### Gate families picked out

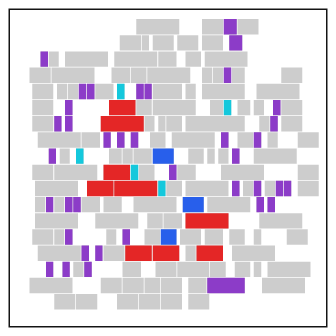
### Routing congestion

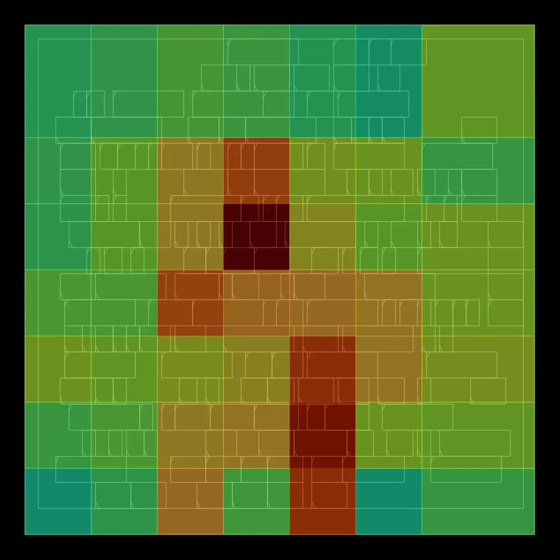
### M2 wires

Cells faint in the background.
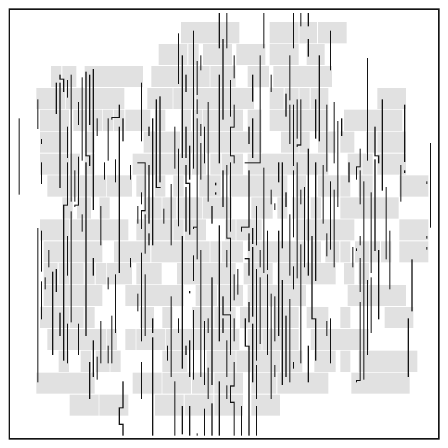
### Where the registers sit

Other sequential cells in the stronger gray, the rest of the logic in the fainter gray.
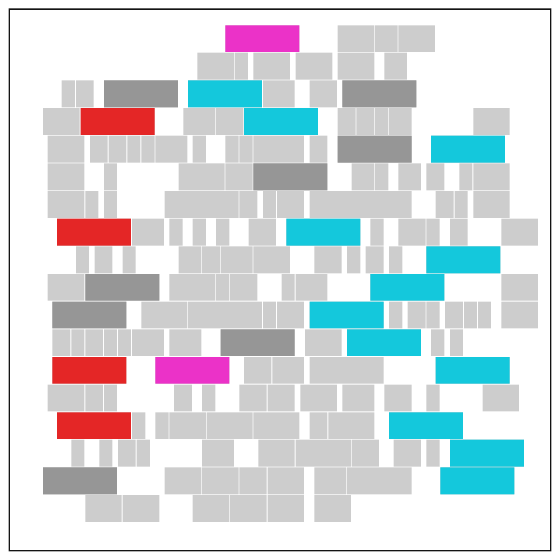
### Metal 3

Bar = 20 µm.
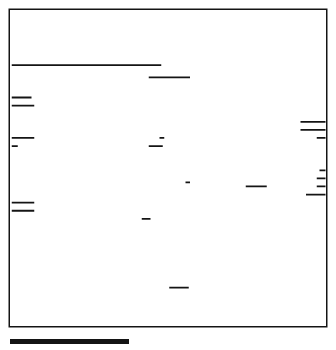
<file path="src/rtl/adder_pipe.sv">
// adder_pipe: pipelined add/subtract with valid/ready handshakes and per-stage carry-chain slices
module adder_pipe #(
  parameter int WIDTH = 8,
  parameter int STAGES = 2
) (
  input  logic             clk,
  input  logic             reset,
  input  logic             in_valid,
  output logic             in_ready,
  input  logic [WIDTH-1:0] a,
  input  logic [WIDTH-1:0] b,
  input  logic             sub,
  output logic             out_valid,
  input  logic             out_ready,
  output logic [WIDTH:0]   y
);
  localparam int SW = WIDTH / STAGES;
  logic adv;
  for (genvar k = 0; k < STAGES; k++) begin : g
    logic v, s, c;
    logic [WIDTH-1:0] ra, rb, rs;
    logic pv, psub, pc;
    logic [WIDTH-1:0] pa, pb, pr, nr;
    logic [SW:0] t;
    if (k == 0) begin : src
      assign pv = in_valid;
      assign psub = sub;
      assign pc = sub;
      assign pa = a;
      assign pb = b;
      assign pr = '0;
    end else begin : src
      assign pv = g[k-1].v;
      assign psub = g[k-1].s;
      assign pc = g[k-1].c;
      assign pa = g[k-1].ra;
      assign pb = g[k-1].rb;
      assign pr = g[k-1].rs;
    end
    assign t = {1'b0, pa[k*SW +: SW]} + {1'b0, pb[k*SW +: SW] ^ {SW{psub}}} + {{SW{1'b0}}, pc};
    always_comb begin
      nr = pr;
      nr[k*SW +: SW] = t[SW-1:0];
    end
    always_ff @(posedge clk) begin
      if (reset) begin
        v <= 1'b0;
        s <= 1'b0;
        c <= 1'b0;
        ra <= '0;
        rb <= '0;
        rs <= '0;
      end else if (adv) begin
        v <= pv;
        if (pv) begin
          s <= psub;
          c <= t[SW];
          ra <= pa;
          rb <= pb;
          rs <= nr;
        end
      end
    end
  end
  assign out_valid = g[STAGES-1].v;
  assign adv = !out_valid || out_ready;
  assign in_ready = adv;
  assign y = {g[STAGES-1].s ? ~g[STAGES-1].c : g[STAGES-1].c, g[STAGES-1].rs};
endmodule

</file>
<file path="config.mk">
export PLATFORM = sky130hd
export DESIGN_NAME = adder_pipe
export DESIGN_NICKNAME = d
export VERILOG_FILES = /design/src/rtl/adder_pipe.sv
export SDC_FILE = /design/constraint.sdc
export NUM_CORES = 1
export LEC_CHECK = 0
export CORE_UTILIZATION = 50
export CTS_CLUSTER_DIAMETER = 120
export DETAILED_ROUTE_END_ITERATION = 12
export HOLD_SLACK_MARGIN = 0.15
export PLACE_DENSITY = 0.84
export SYNTH_ARGS = -nofsm -noshare
export SYNTH_HDL_FRONTEND = slang
export SYNTH_SLANG_ARGS = --single-unit
</file>
<file path="constraint.sdc">
create_clock -name clk -period 3.7 [get_ports clk]
set_clock_uncertainty 0.15 [all_clocks]
set_input_delay 0.555 -clock clk [delete_from_list [all_inputs] [get_ports clk]]
set_output_delay 0.555 -clock clk [all_outputs]
set_load 0.02 [all_outputs]
</file>
==> results.txt <==
run metrics: Top Consumer sequential cells, vias in the first global route between 1,000 and 1,500, Num CTS Buffers 3, via-per-instance ratio 5.23, RSZ-0062 raised after global routing no, Placed Instances 198, cell family with most CP delay buffers and inverters, Reg-to-Reg Start g[0].s, Biggest register g.rs, Post-CTS Setup Repair Bufs 0, largest net degree at the start of global routing 23, Worst Hold Depth 2, floorplan-stage core utilization 52.8%, final hold vios 0, Worst Hold Launch g[0].rs[3], Ports 32, most frequent cells in the layout nand2_1 (35), clkdlybuf4s50_1 (31), dfxtp_1 (26), Worst Hold Class reg -> reg, syn_nets roughly 180, DRT iter0 DRCs 8, Tot Pwr 603 µW, P_int 432 µW, Inverters 5, Placement Cell Area 1600 µm², top cells by count nand2_1 (35), dfxtp_1 (26), a21oi_1 (19), Seq power 311 µW, main area contributors dfxtp_1 (40%), nand2_1 (10%), a21oi_1 (7.3%), Clock Power Share between 20% and 30%, Detail Placement HPWL a little over 2 mm, Final nets a little over 200, Top Registers g.rs (12), g.ra (4), g.rb (4), final cycle utilization of the critical path 69.1%, GRT overflow 0, Post-route DRC 0, M1 GR Usage 23.5%, Tap Count 30, routability cong. ~0.76, Power Combinational 146 µW, Endpoint, Worst Hold g[1].rs[3], setup slack, reg-to-reg 1.60 ns, Logic pwr share 24.1%, Seq pwr share 51.5%, # Cells Yosys about 150, H-tree Lvls 1, status completed, Signal buffers 32, die height roughly 53 µm, comb_multi_in ~110, grt met2 use 42.8%, clock-cell share of area 2.22%, critical path class in -> out, WP data arrival 1.85 ns, Levels on crit path 3, NonClk Buf Share 19.4%, max incr delay on CP approximately 0.64 ns, most common cell in the synthesized netlist nand2_1, first-pass GRT wire length roughly 4.4 mm, R2R cell count 8, CP required about 3 ns, ANT nets after route 0, Worst slew margin 43.0%, Post-Synthesis Cells between 100 and 150, dominant class by area logic gates, count of library flops with an enable pin 0, total tool warning count 26, Die Area 2820 µm², worst-margin pin slew 0.852 ns, P_clk roughly 150 µW, Synth Seq Share 39.8%, design area 1630 µm²
About 'Gate families picked out':
cyan -> inverters  # cells 5, most used inv_1
red -> adder and majority cells  # cells 9, most used ha_1
blue -> AND-OR and OR-AND gates  # cells 3, most used a311o_1
purple -> NAND gates  # cells 38, most used nand2_1
combinational share of cell area: 43.0%
fin cells: 202
most numerous logic cell after layout: nand2_1

About 'Routing congestion':
Total Routing Usage GR: 22.5%
routed len/inst: 13.3 µm

About 'M2 wires':
longest straight run = 24.5 µm
wire length on this layer = 1,450 µm
share of all routed wire = 54%
nets with wire on the layer = 171
main direction = vertical

About 'Where the registers sit':
red -> g.rb  # sequential cells 4
cyan -> g.rs  # sequential cells 12
magenta -> g.s  # sequential cells 2

About 'Metal 3':
wire length on this layer = 73.8 µm
nets with wire on the layer = 17
WL final: 2.68 mm
grt met3 use: 3.74%
via count: 1,056

Power and IR drop assume default switching activity.
